### Pin map, run 1

Pins as bars across the die edge, other pins in grey.
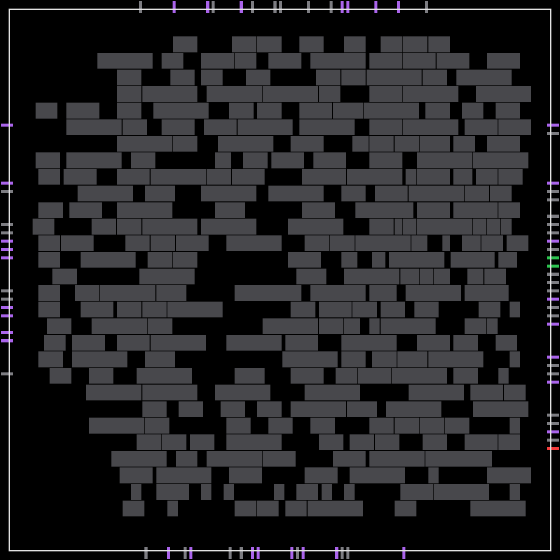
### Wiring by layer, run 1

Two of the layers only.
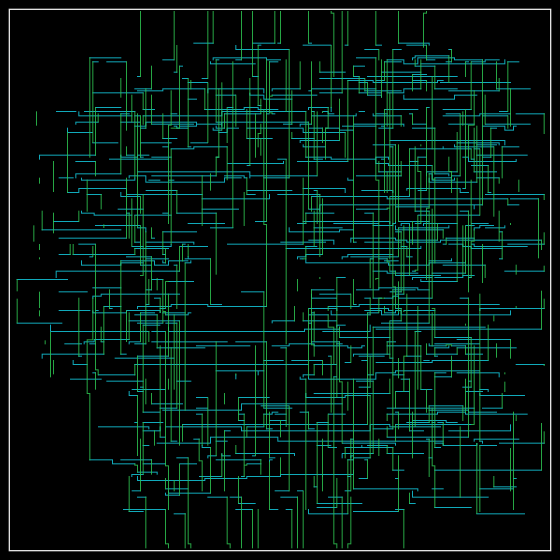
### Selected gate families, run 1

Bar = 20 um.
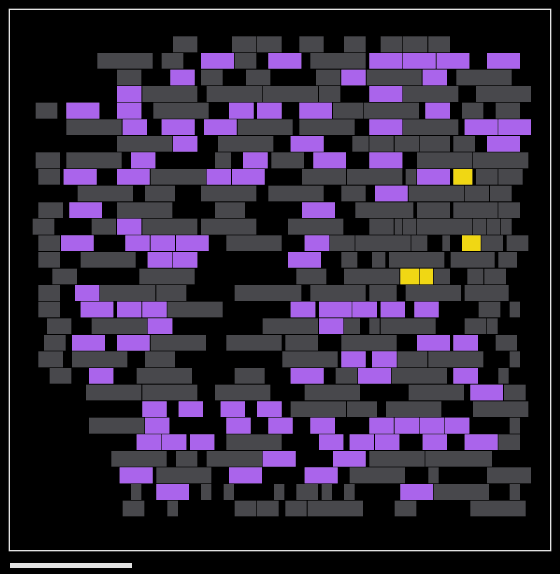
## src/rtl/pipe_pkg.sv

```systemverilog
// Shared types and helpers for the valid/stall pipeline chain: stage styles and
// their per-stage latency and capacity.
package pipe_pkg;

    typedef enum logic [1:0] {
        PIPE_SV  = 2'd0,
        PIPE_SS  = 2'd1,
        PIPE_SVS = 2'd2,
        PIPE_SSV = 2'd3
    } pipe_mode_e;

    function automatic int unsigned pipe_lat(input pipe_mode_e mode);
        case (mode)
            PIPE_SS: return 32'd0;
            default: return 32'd1;
        endcase
    endfunction

    function automatic int unsigned pipe_cap(input pipe_mode_e mode);
        case (mode)
            PIPE_SV: return 32'd1;
            PIPE_SS: return 32'd1;
            default: return 32'd2;
        endcase
    endfunction

endpackage

```

## src/rtl/pipe_stage.sv

```systemverilog
// One pipeline stage: a registered valid/data element and/or a skid element,
// ordered according to MODE. Both elements honour a synchronous flush.
module pipe_stage
    import pipe_pkg::*;
#(
    parameter int         WIDTH = 32,
    parameter pipe_mode_e MODE  = PIPE_SVS
) (
    input  logic             clk,
    input  logic             arst_n,
    input  logic             flush,
    input  logic             in_valid,
    input  logic [WIDTH-1:0] in_data,
    output logic             in_stall,
    output logic             out_valid,
    output logic [WIDTH-1:0] out_data,
    input  logic             out_stall,
    output logic [1:0]       occ
);

    logic             sv_in_valid;
    logic [WIDTH-1:0] sv_in_data;
    logic             sv_in_stall;
    logic             sv_out_stall;
    logic             sv_valid_d;
    logic             sv_valid_q;
    logic [WIDTH-1:0] sv_data_d;
    logic [WIDTH-1:0] sv_data_q;

    logic             sk_in_valid;
    logic [WIDTH-1:0] sk_in_data;
    logic             sk_in_stall;
    logic             sk_out_valid;
    logic [WIDTH-1:0] sk_out_data;
    logic             sk_out_stall;
    logic             sk_set;
    logic             sk_clr;
    logic             sk_valid_d;
    logic             sk_valid_q;
    logic [WIDTH-1:0] sk_data_d;
    logic [WIDTH-1:0] sk_data_q;

    assign sv_in_stall = sv_valid_q & sv_out_stall;

    // Registered element: load when not stalled, data only on an actual transfer.
    always_comb begin
        sv_valid_d = sv_valid_q;
        sv_data_d  = sv_data_q;
        if (flush) begin
            sv_valid_d = 1'b0;
        end else if (!sv_in_stall) begin
            sv_valid_d = sv_in_valid;
            if (sv_in_valid) begin
                sv_data_d = sv_in_data;
            end else begin
                sv_data_d = sv_data_q;
            end
        end else begin
            sv_valid_d = sv_valid_q;
        end
    end

    assign sk_set       = sk_in_valid & ~sk_valid_q & sk_out_stall;
    assign sk_clr       = sk_valid_q & ~sk_out_stall;
    assign sk_in_stall  = sk_valid_q;
    assign sk_out_valid = sk_valid_q | sk_in_valid;
    assign sk_out_data  = sk_valid_q ? sk_data_q : sk_in_data;

    // Skid element: capture when downstream stalls an accepted beat, release when it frees.
    always_comb begin
        sk_valid_d = sk_valid_q;
        sk_data_d  = sk_data_q;
        if (flush) begin
            sk_valid_d = 1'b0;
        end else if (sk_set) begin
            sk_valid_d = 1'b1;
            sk_data_d  = sk_in_data;
        end else if (sk_clr) begin
            sk_valid_d = 1'b0;
        end else begin
            sk_valid_d = sk_valid_q;
        end
    end

    // Count reported ahead of the edge so the chain-level register tracks held entries exactly.
    assign occ = {1'b0, sv_valid_d} + {1'b0, sk_valid_d};

    // Element ordering; an absent element has its input tied idle so it stays empty.
    case (MODE)
        PIPE_SV: begin : g_sv
            assign sv_in_valid  = in_valid;
            assign sv_in_data   = in_data;
            assign sv_out_stall = out_stall;
            assign sk_in_valid  = 1'b0;
            assign sk_in_data   = {WIDTH{1'b0}};
            assign sk_out_stall = 1'b0;
            assign in_stall     = sv_in_stall;
            assign out_valid    = sv_valid_q;
            assign out_data     = sv_data_q;
        end
        PIPE_SS: begin : g_ss
            assign sv_in_valid  = 1'b0;
            assign sv_in_data   = {WIDTH{1'b0}};
            assign sv_out_stall = 1'b0;
            assign sk_in_valid  = in_valid;
            assign sk_in_data   = in_data;
            assign sk_out_stall = out_stall;
            assign in_stall     = sk_in_stall;
            assign out_valid    = sk_out_valid;
            assign out_data     = sk_out_data;
        end
        PIPE_SSV: begin : g_ssv
            assign sk_in_valid  = in_valid;
            assign sk_in_data   = in_data;
            assign sk_out_stall = sv_in_stall;
            assign sv_in_valid  = sk_out_valid;
            assign sv_in_data   = sk_out_data;
            assign sv_out_stall = out_stall;
            assign in_stall     = sk_in_stall;
            assign out_valid    = sv_valid_q;
            assign out_data     = sv_data_q;
        end
        default: begin : g_svs
            assign sv_in_valid  = in_valid;
            assign sv_in_data   = in_data;
            assign sv_out_stall = sk_in_stall;
            assign sk_in_valid  = sv_valid_q;
            assign sk_in_data   = sv_data_q;
            assign sk_out_stall = out_stall;
            assign in_stall     = sv_in_stall;
            assign out_valid    = sk_out_valid;
            assign out_data     = sk_out_data;
        end
    endcase

    // Stage state registers.
    always_ff @(posedge clk or negedge arst_n) begin
        if (!arst_n) begin
            sv_valid_q <= 1'b0;
            sv_data_q  <= {WIDTH{1'b0}};
            sk_valid_q <= 1'b0;
            sk_data_q  <= {WIDTH{1'b0}};
        end else begin
            sv_valid_q <= sv_valid_d;
            sv_data_q  <= sv_data_d;
            sk_valid_q <= sk_valid_d;
            sk_data_q  <= sk_data_d;
        end
    end

endmodule

```

## src/rtl/pipe_chain.sv

```systemverilog
// DEPTH cascaded pipe_stage instances with a synchronous flush and a registered
// count of entries held anywhere in the chain.
module pipe_chain
    import pipe_pkg::*;
#(
    parameter int         WIDTH = 32,
    parameter int         DEPTH = 1,
    parameter pipe_mode_e MODE  = PIPE_SVS
) (
    input  logic                           clk,
    input  logic                           arst_n,
    input  logic                           i_valid,
    input  logic [WIDTH-1:0]               i_data,
    output logic                           i_stall,
    output logic                           o_valid,
    output logic [WIDTH-1:0]               o_data,
    input  logic                           o_stall,
    input  logic                           flush,
    output logic [$clog2(2*DEPTH+1)-1:0]   occupancy
);

    localparam int OCC_W = $clog2(2*DEPTH+1);

    logic [1:0]       stage_occ [DEPTH];
    logic [OCC_W-1:0] occupancy_d;
    logic [OCC_W-1:0] occupancy_q;

    for (genvar k = 0; k < DEPTH; k++) begin : g_stage
        logic             in_valid;
        logic [WIDTH-1:0] in_data;
        logic             in_stall;
        logic             out_valid;
        logic [WIDTH-1:0] out_data;
        logic             out_stall;

        if (k == 0) begin : g_head
            assign in_valid = i_valid;
            assign in_data  = i_data;
        end else begin : g_link
            assign in_valid = g_stage[k-1].out_valid;
            assign in_data  = g_stage[k-1].out_data;
        end

        if (k == DEPTH - 1) begin : g_tail
            assign out_stall = o_stall;
        end else begin : g_back
            assign out_stall = g_stage[k+1].in_stall;
        end

        pipe_stage #(
            .WIDTH (WIDTH),
            .MODE  (MODE)
        ) u_stage (
            .clk       (clk),
            .arst_n    (arst_n),
            .flush     (flush),
            .in_valid  (in_valid),
            .in_data   (in_data),
            .in_stall  (in_stall),
            .out_valid (out_valid),
            .out_data  (out_data),
            .out_stall (out_stall),
            .occ       (stage_occ[k])
        );
    end

    // During flush the upstream beat is swallowed and nothing is offered downstream.
    assign i_stall   = flush ? 1'b0 : g_stage[0].in_stall;
    assign o_valid   = flush ? 1'b0 : g_stage[DEPTH-1].out_valid;
    assign o_data    = g_stage[DEPTH-1].out_data;
    assign occupancy = occupancy_q;

    // Sum of the next-edge held counts of every stage.
    always_comb begin
        occupancy_d = {OCC_W{1'b0}};
        if (flush) begin
            occupancy_d = {OCC_W{1'b0}};
        end else begin
            for (int k = 0; k < DEPTH; k++) begin
                occupancy_d = occupancy_d + OCC_W'(stage_occ[k]);
            end
        end
    end

    // Occupancy register.
    always_ff @(posedge clk or negedge arst_n) begin
        if (!arst_n) begin
            occupancy_q <= {OCC_W{1'b0}};
        end else begin
            occupancy_q <= occupancy_d;
        end
    end

endmodule

```

## config.mk

```make
export PLATFORM = sky130hd
export DESIGN_NAME = pipe_chain
export DESIGN_NICKNAME = d
export VERILOG_FILES = /design/src/rtl/pipe_pkg.sv /design/src/rtl/pipe_stage.sv /design/src/rtl/pipe_chain.sv
export SDC_FILE = /design/constraint.sdc
export NUM_CORES = 1
export LEC_CHECK = 0
export CORE_MARGIN = 3
export CORE_UTILIZATION = 45
export DETAILED_ROUTE_END_ITERATION = 6
export GPL_ROUTABILITY_DRIVEN = 0
export PLACE_DENSITY = 0.79
export SLEW_MARGIN = 20
export SYNTH_ARGS = -nofsm -noshare
export SYNTH_HDL_FRONTEND = slang
export SYNTH_HIERARCHICAL = 1
export SYNTH_SLANG_ARGS = --single-unit
```

## constraint.sdc

```tcl
create_clock -name clk -period 1.9 [get_ports clk]
set_input_delay 0.38 -clock clk [delete_from_list [all_inputs] [get_ports clk]]
set_output_delay 0.38 -clock clk [all_outputs]
set_load 0.02 [all_outputs]
```

==> flow_metrics.tcl, run 1 <==
# collected from the flow reports
set metrics [dict create \
    core_area_um2 6490 \
    hold_buffers 0 \
    drt-met1-wl_mm 3.09 \
    synth_area_per_cell_um2 16.3 \
    largestClassByArea "registers" \
    nonClkBufAreaFrac_pct 21.7 \
    synth_area_leader_cell "dfrtp_1" \
    layout_top_cells "67 x dfrtp_1, 51 x mux2_2, 44 x mux2_4" \
    flop_area_um2 1700 \
    n_all_buffers 90 \
    fin_cells 359 \
    final_antenna_net_count 0 \
    clock_area_share_pct 5.23 \
    drc 0 \
    grt_max_degree 69 \
    post-dp-hpwl_mm 3.88 \
    met2_usage_pct 25.8 \
    aoi_share_pct 0 \
    fmax_mhz 525 \
    reg2reg_slack_ns 0.01 \
    yosys_warnings 6 \
    flops 68 \
    rsz0062_at_grt "true" \
    slew-limit-headroom_pct 75.7 \
    vdd.ir_drop.worst_mv 0.523 \
    synth_async_sr_flop_share_pct 100 \
    grt_pass1_vias 1941 \
    finalCritPeriodShare_pct 100 \
    ys_seq_share_pct 55.4 \
    timing.rr.start "g_stage[0].u_stage/sk_in_stall" \
    wl_per_cell_um 18.1 \
    syn_to_final_growth_pct 40.3 \
    syn_inst 188 \
    synth_top_area_share_pct 55.4 \
    ys_cells 188 \
    power.leakage_nw 1.99 \
    comb_share_pct 31.3 \
    pin_count 73 \
    p_per_area_nw_per_um2 1030 \
    synth_chip_area_um2 3070 \
    setup_violations 1 \
    tritoncts "yes" \
    drt_iter0_drc 34 \
    clk-insertion-delay-late_ns 0.34 \
    worst_ep_arrival_time_ns 1.52 \
    edf_count 0 \
    worstMarginPinSlew_ns 0.364 \
    required_ns 1.52 \
    max_cap_violations 0 \
    initial_core_util_pct 47.3 \
    cts_root_buffer "clkbuf_8" \
    syn_nets 226 \
    use_met3_pct 4.93 \
    final-hold-violation-count 0 \
    synthAdderAreaFrac_pct 0.408 \
    die_area_um2 7850 \
    clock_path_buffers 2 \
    grt-ovfl-total 0 \
    first_pass_iters 4 \
    post-route-util_pct 66.3 \
    numCtsBuffers 9 \
    clkbuf_count 10 \
    slew_violations 0 \
    fin_tns_setup_ns -0.00344 \
    fin_crit_ns 1.90 \
    row_count 29 \
    r2r_end "g_stage[0].u_stage/sk_data_q[18]" \
    cts.sinks 68 \
    sh_seq_area_pct 39.6 \
    violations "setup timing" \
    run_status "finished with violations" \
    synthMostInstantiatedCell "dfrtp_1" \
    final.setup.worst_slack_ns -0.00344 \
    antenna_found_initial 0 \
    postCtsSetupBuffers 3 \
    flop_cell "dfrtp_1" \
]
Back to the opening pictures, 'Pin map':
purple -> `i_data`  # pins 32, direction input, edge 9 left, 8 bottom, 8 right, 7 top
green -> `occupancy`  # pins 2, direction output, edge right
red -> `arst_n`  # pins 1, direction input, edge right
all pins by edge = 28 right, 15 left, 15 bottom, 15 top
Buffers on Ports: 72
Die H: 88.6 um
Die X: 88.6 um

Back to the opening pictures, 'Wiring by layer':
green -> metal 2  # wire length 2970 um
cyan -> metal 1  # wire length 3090 um
GRT Overall Usage: 16.5%
drt total wl: 6.48 mm

Back to the opening pictures, 'Selected gate families':
purple -> multiplexers  # cells 96, most used mux2_2
yellow -> AND and OR gates  # cells 4, where middle right

==> run 1: critical path, stage by stage (launching register included) <==
cell       delay [ns]
dfrtp_2          0.42
buf_6            0.14
clkbuf_16        0.15
mux2_2           0.34
buf_6            0.13
==> run 1: flip-flops by register name (all words and copies together) (netlist names) <==
register / count
g_stage.u_stage/sk_in_stall: 1
g_stage.u_stage/sk_in_data: 32
g_stage.u_stage/sk_data_q: 32
g_stage.u_stage/sk_in_valid: 1
occupancy: 2
==> run 1: stage by stage <==
| step | setup slack (ns) | total power [mW] | cell area [um^2] | hold WS [ns] |
|---|---|---|---|---|
| 5_1_grt | -0.0483 | 4.66 | 4310 | 0.0650 |
| 2_1_floorplan | 0.250 | 2.62 | 3070 | 0.0844 |
| 3_5_place_dp | -0.190 | 3.08 | 3950 | 0.429 |
| 6_report | -0.00344 | 4.43 | 4310 | 0.0549 |
| 3_3_place_gp | -0.146 | 3.04 | 3950 | 0.427 |
| 4_1_cts | -0.0499 | 4.32 | 4040 | 0.0600 |
==> run 1: power by group <==
group          switching [mW]  leakage [nW]  total [mW]  internal (mW)
Combinational           0.431          1.07        1.14          0.706
Sequential              0.197         0.815        1.97           1.77
Clock                   0.548         0.105        1.32          0.772
==> run 1: worst min path at each step <==
stage | startpoint | to | slack, ns | depth (start not counted)
6_report | arst_n | g_stage[0].u_stage/sk_in_data[14] | 0.05 | 2
5_1_grt | arst_n | g_stage[0].u_stage/sk_in_data[14] | 0.07 | 2
4_1_cts | arst_n | g_stage[0].u_stage/sk_in_data[14] | 0.06 | 2
3_5_place_dp | arst_n | g_stage[0].u_stage/sk_in_data[15] | 0.43 | 2
3_3_place_gp | arst_n | g_stage[0].u_stage/sk_in_data[14] | 0.43 | 2
2_1_floorplan | arst_n | g_stage[0].u_stage/sk_data_q[0] | 0.08 | 0
==> run 1 -> run 2 <==
--- a/config.mk
+++ b/config.mk
@@ -7,9 +7,10 @@
 export LEC_CHECK = 0
 export CORE_MARGIN = 3
 export CORE_UTILIZATION = 45
+export CTS_BUF_LIST = sky130_fd_sc_hd__clkbuf_8
 export DETAILED_ROUTE_END_ITERATION = 6
 export GPL_ROUTABILITY_DRIVEN = 0
-export PLACE_DENSITY = 0.79
+export PLACE_DENSITY = 0.82
 export SLEW_MARGIN = 20
 export SYNTH_ARGS = -nofsm -noshare
 export SYNTH_HDL_FRONTEND = slang
==> constraint.sdc (replaced) <==
create_clock -name clk -period 1.64 [get_ports clk]
set_input_delay 0.328 -clock clk [delete_from_list [all_inputs] [get_ports clk]]
set_output_delay 0.328 -clock clk [all_outputs]
set_load 0.02 [all_outputs]
==> flow_metrics.tcl, run 2 <==
# collected from the flow reports
set metrics [dict create \
    run_status "finished with violations" \
    violations "setup timing" \
    cts.sinks 68 \
    synth_top_area_share_pct 55.4 \
    internal_power_mw 3.70 \
    required_ns 1.86 \
    row_count 29 \
    path_buffers 3 \
    initial_core_util_pct 47.3 \
    post-dp-hpwl_mm 3.84 \
    fin_crit_ns 1.88 \
    aoi_share_pct 0 \
    power.leakage_nw 2.20 \
    final_antenna_net_count 0 \
    power_leader "sequential cells" \
    grt_usage_pct 18.9 \
    grt_pass1_vias 2022 \
    final.setup.worst_slack_ns -0.238 \
    switchingPower_mw 1.35 \
    setup_violations 98 \
    synth_async_sr_flop_share_pct 100 \
    ys_cells 188 \
    hold_buffers 0 \
    synth_area_per_cell_um2 16.3 \
    syn_to_final_growth_pct 51.3 \
    pin_count 73 \
    max_cap_violations 0 \
    die_h_um 88.6 \
    synth_chip_area_um2 3070 \
    layout_top_cells "68 x mux2_4, 67 x dfrtp_1, 38 x buf_6" \
    postCtsSetupBuffers 8 \
    antenna_found_initial 0 \
    clockPowerShare_pct 23.3 \
    slew-limit-headroom_pct 75.7 \
    grt_max_degree 69 \
    seqPwrFrac_pct 45.6 \
    first_pass_iters 4 \
    worstMarginPinSlew_ns 0.365 \
    crit_chain "buf_6, and2_4, or3b_4, buf_12, buf_12, mux2_4" \
    wirelength_mm 6.95 \
    cp_slowest_stage_delay_ns 0.46 \
    hold-worst-slack_ns 0.508 \
    fin_tns_setup_ns -16.29 \
    clk-insertion-delay-late_ns 0.34 \
    synthAdderAreaFrac_pct 0.408 \
    wl_per_cell_um 19.0 \
    cts_root_buffer "clkbuf_8" \
    die_area_um2 7850 \
    switching_share_pct 26.7 \
    p_per_area_nw_per_um2 1090 \
    synth_area_leader_cell "dfrtp_1" \
]
[run 2: cell counts after synthesis]
Identical to the previous run, type by type.
[run 2: final timing paths]
check,cells after the start,endpoint,from
worst min-delay path,3,g_stage[0].u_stage/sk_in_data[16],arst_n
worst max-delay path,6,g_stage[0].u_stage/sk_in_data[21],g_stage[0].u_stage/sk_in_stall
worst max register to register,6,g_stage[0].u_stage/sk_in_data[21],g_stage[0].u_stage/sk_in_stall
min in group clk,1,g_stage[0].u_stage/sk_data_q[27],g_stage[0].u_stage/sk_data_q[27]
max in group asynchronous,3,g_stage[0].u_stage/sk_in_stall,arst_n
worst min register to register,1,g_stage[0].u_stage/sk_data_q[27],g_stage[0].u_stage/sk_data_q[27]
[run 2: final cells by class]
class	count	area (um^2)
multi-input combinational	108	1450
clock inverter	4	17.5
tap	77	96.3
sequential	68	1700
clock buffer	11	151
timing repair buffer	98	1220
fill	420	1850
[run 2: logic make-up (layout without fill, tap and decap cells)]
group | after synthesis | in the layout
multiplexers | 96 | 96
flip-flops | 68 | 68
buffers and inverters | 12 | 113
AND/OR/NAND/NOR | 11 | 11
adder cells (fa/ha/maj) | 1 | 1
[run 2: per-stage QoR]
stage               power [mW]  instances  area (um^2)  utilization [%]  worst slack [ns]
finish                    5.05        366         4640             71.5            -0.238
floorplan                 3.04        188         3070                -           -0.0104
detailed placement        3.57        335         3970             61.2            -0.422
global placement          3.52        335         3970             61.2            -0.417
CTS                       4.97        365         4470             68.9            -0.230
global route              5.32        366         4640             71.5            -0.263
[run 2: layer usage]
layer	global-route usage [%]	wire length [um]	share of wire, %	vias up
li1	-	-	-	864
met3	7.45	403	5.8	7
met5	0	0	0	-
met4	4.95	59	0.85	0
met2	29.7	3480	50	58
met1	24.5	3010	43	965
### Pin map, run 2

Pins as bars across the die edge, other pins in grey.
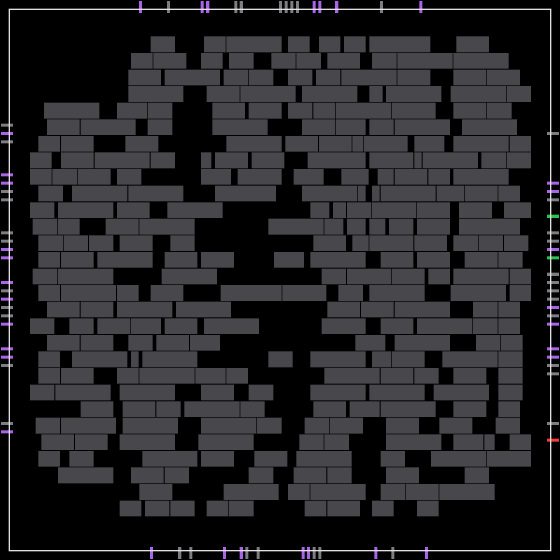
purple -> `i_data`  # pins 32, direction input, edge 11 left, 7 bottom, 7 right, 7 top
red -> `arst_n`  # pins 1, direction input, edge right
green -> `occupancy`  # pins 2, direction output, edge right
all pins by edge = 22 right, 22 left, 15 top, 14 bottom

### The clock network, run 2

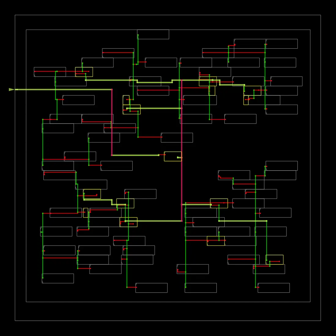
cts bufs inserted: 9
skew final: 0.00473 ns
Layout clock buffers: 11

### Sequential cells grouped by signal name, run 2

Bar = 20 um. Other sequential cells in the stronger grey, the rest of the logic in the fainter grey.
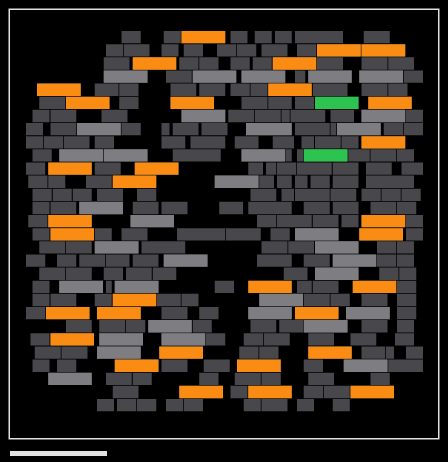

==> run 2 -> run 3 <==
==> constraint.sdc (replaced) <==
create_clock -name clk -period 1.64 [get_ports clk]
set_input_delay 0.164 -clock clk [delete_from_list [all_inputs] [get_ports clk]]
set_output_delay 0.164 -clock clk [all_outputs]
set_load 0.02 [all_outputs]
### Sequential cells grouped by signal name, run 3

Bar = 20 um. Other sequential cells in the stronger grey, the rest of the logic in the fainter grey.
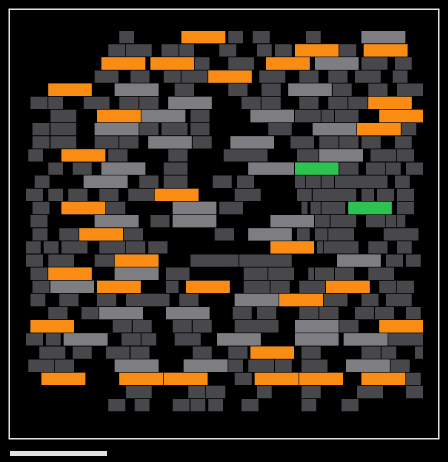
orange -> `g_stage.u_stage/sk_in_data`  # flops 32, where all over the die
green -> `occupancy`  # flops 2
not coloured = 34
Finished Core Util: 66.3%
fraction of area in registers: 39.6%

==> flow_metrics.tcl, run 3 <==
# collected from the flow reports
set metrics [dict create \
    run_status "finished with violations" \
    violations "setup timing" \
    highest_layer "met4" \
    ys_cells 188 \
    synth_chip_area_um2 3070 \
    clk_pin_slew_ns 0.07 \
    p_per_area_nw_per_um2 1170 \
    final-hold-violation-count 0 \
    die_w_um 88.6 \
    r2r_cells 5 \
    met3WireLength_um 299 \
    power.leakage_nw 1.99 \
    clock_path_buffers 2 \
    drt-met1-wl_mm 3.02 \
    synthMostInstantiatedCell "dfrtp_1" \
    cts_root_buffer "clkbuf_8" \
    setup_violations 96 \
    reg2reg_slack_ns -0.17 \
    synth_area_per_cell_um2 16.3 \
    routed-wl-met2_mm 2.98 \
    fmax_mhz 552 \
    syn_to_final_growth_pct 40.3 \
    met2_usage_pct 26.6 \
    p_comb_share_pct 23.7 \
    yosys_warnings 6 \
    syn_inst 188 \
    finalCritPeriodShare_pct 110 \
    pin_count 73 \
    nNetsFinal 316 \
    max_cap_violations 0 \
    finClkSkew_ns 0.00553 \
    clk-insertion-delay-late_ns 0.34 \
    grt_pass1_vias 1939 \
    required_ns 1.86 \
    seqPwrFrac_pct 45.0 \
    synth_area_leader_cell "dfrtp_1" \
    rsz0062_at_grt "true" \
    syn_nets 226 \
    timing.rr.start "g_stage[0].u_stage/sk_in_stall" \
    first_pass_iters 4 \
    fin_crit_ns 1.81 \
    use_met1_pct 23.2 \
    worst_ep_arrival_time_ns 2.03 \
    stdcell_area_um2 4310 \
    drc 0 \
    final_layout_size_suffix_gt1_share_pct 48.4 \
    placed_area_um2 3910 \
    port_buffers 72 \
    row_count 29 \
    numCtsBuffers 9 \
    synth_async_sr_flop_share_pct 100 \
    cp-endpoint "g_stage[0].u_stage/sk_in_data[28]" \
    crit_path_start "g_stage[0].u_stage/sk_in_stall" \
    ys_seq_share_pct 55.4 \
    synth_top_area_share_pct 55.4 \
    clockPowerShare_pct 31.3 \
    antenna_found_initial 0 \
    slew_violations 0 \
    final_antenna_net_count 0 \
    edf_count 0 \
    diodes 0 \
    core_area_um2 6490 \
    internal_power_mw 3.76 \
    final.setup.worst_slack_ns -0.171 \
    slew-limit-headroom_pct 76.3 \
    cts.sinks 68 \
    r2r_end "g_stage[0].u_stage/sk_in_data[28]" \
    grt-busiest-layer "met2" \
    post-dp-hpwl_mm 3.82 \
    grt-ovfl-total 0 \
    switchingPower_mw 1.29 \
    grt_max_degree 69 \
    layout_top_cells "67 x dfrtp_1, 65 x mux2_2, 37 x clkdlybuf4s50_1" \
    fillCellCount 502 \
    worstMarginPinSlew_ns 0.356 \
    crit_type "reg -> reg" \
    use_met3_pct 5.68 \
    vdd.ir_drop.worst_mv 0.591 \
    grt_usage_pct 17.2 \
    wl_per_cell_um 17.7 \
    initial_core_util_pct 47.3 \
    drt_iter0_drc 48 \
    wirelength_mm 6.36 \
    tritoncts "yes" \
    die_h_um 88.6 \
    die_area_um2 7850 \
    flop_cell "dfrtp_1" \
    switching_share_pct 25.6 \
]
### Wiring by layer, run 3

Two of the layers only.
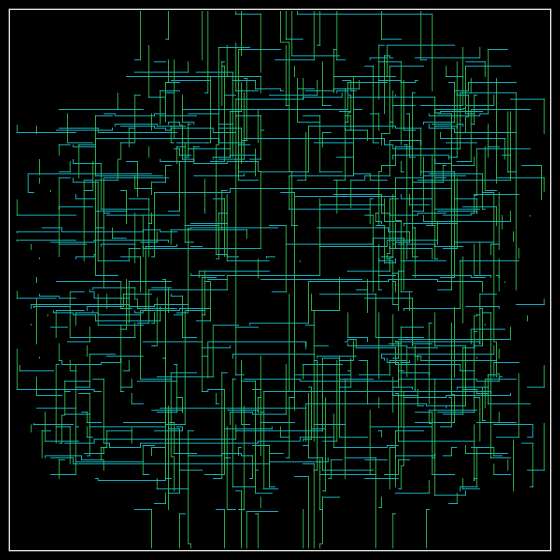
green -> metal 2  # wire length 2980 um
cyan -> metal 1  # wire length 3020 um

-- run 3: cell counts after synthesis --
No cell type changed its count.
-- run 3: cell families (layout without fill, tap and decap cells) --
family	count (synthesis)	after routing	share of synthesized area, %
buffers and inverters	12	107	2.81
DFF	68	68	55.4
muxes	96	96	38.9
and+or+nand+nor	11	11	2.45
adders and majority gates	1	1	0.408
-- run 3: critical path, stage by stage, from the launching register on --
cell     delay (ns)
dfrtp_2        0.45
buf_4          0.15
and2_4         0.13
or3b_4         0.44
buf_12         0.20
mux2_4         0.31
-- run 3: cell type report --
| type | instances | area, um^2 | share of cell area (%) |
|---|---|---|---|
| clock buffers | 12 | 165 | 3.84 |
| clock inverters | 4 | 71.3 | 1.66 |
| multi-input cells | 108 | 1310 | 30.4 |
| flip-flops and latches | 68 | 1700 | 39.6 |
| well taps | 77 | 96.3 | 2.24 |
| repair buffers | 91 | 961 | 22.3 |
-- run 3: power groups by stage --
stage	combinational, mW	sequential, mW	clock, mW
3_3_place_gp	1.24	2.27	0
3_5_place_dp	1.26	2.29	0
4_1_cts	1.19	2.27	1.64
2_1_floorplan	0.815	2.22	0
6_report	1.20	2.27	1.58
5_1_grt	1.29	2.32	1.71
-- run 3: metrics by stage --
step	instances	total power, mW	hold WS, ns	worst slack, ns	TNS (ns)
finish	360	5.05	0.376	-0.171	-12.06
global route	360	5.32	0.406	-0.210	-16.23
CTS	357	5.10	0.370	-0.176	-9.74
detailed placement	335	3.56	0.212	-0.224	-12.88
global placement	335	3.51	0.211	-0.175	-11.63
floorplan	188	3.04	-0.132	-0.0104	-0.311
-- run 3: timing repair --
item                                   CTS  global route
endpoints found under the hold margin   68             0
setup endpoints to repair               98            99
pin swaps                                1             1
gates cloned                             2             3
gates resized                           54             8
hold buffers                             1             0
setup buffers                            3             1
Power and IR drop assume default switching activity.
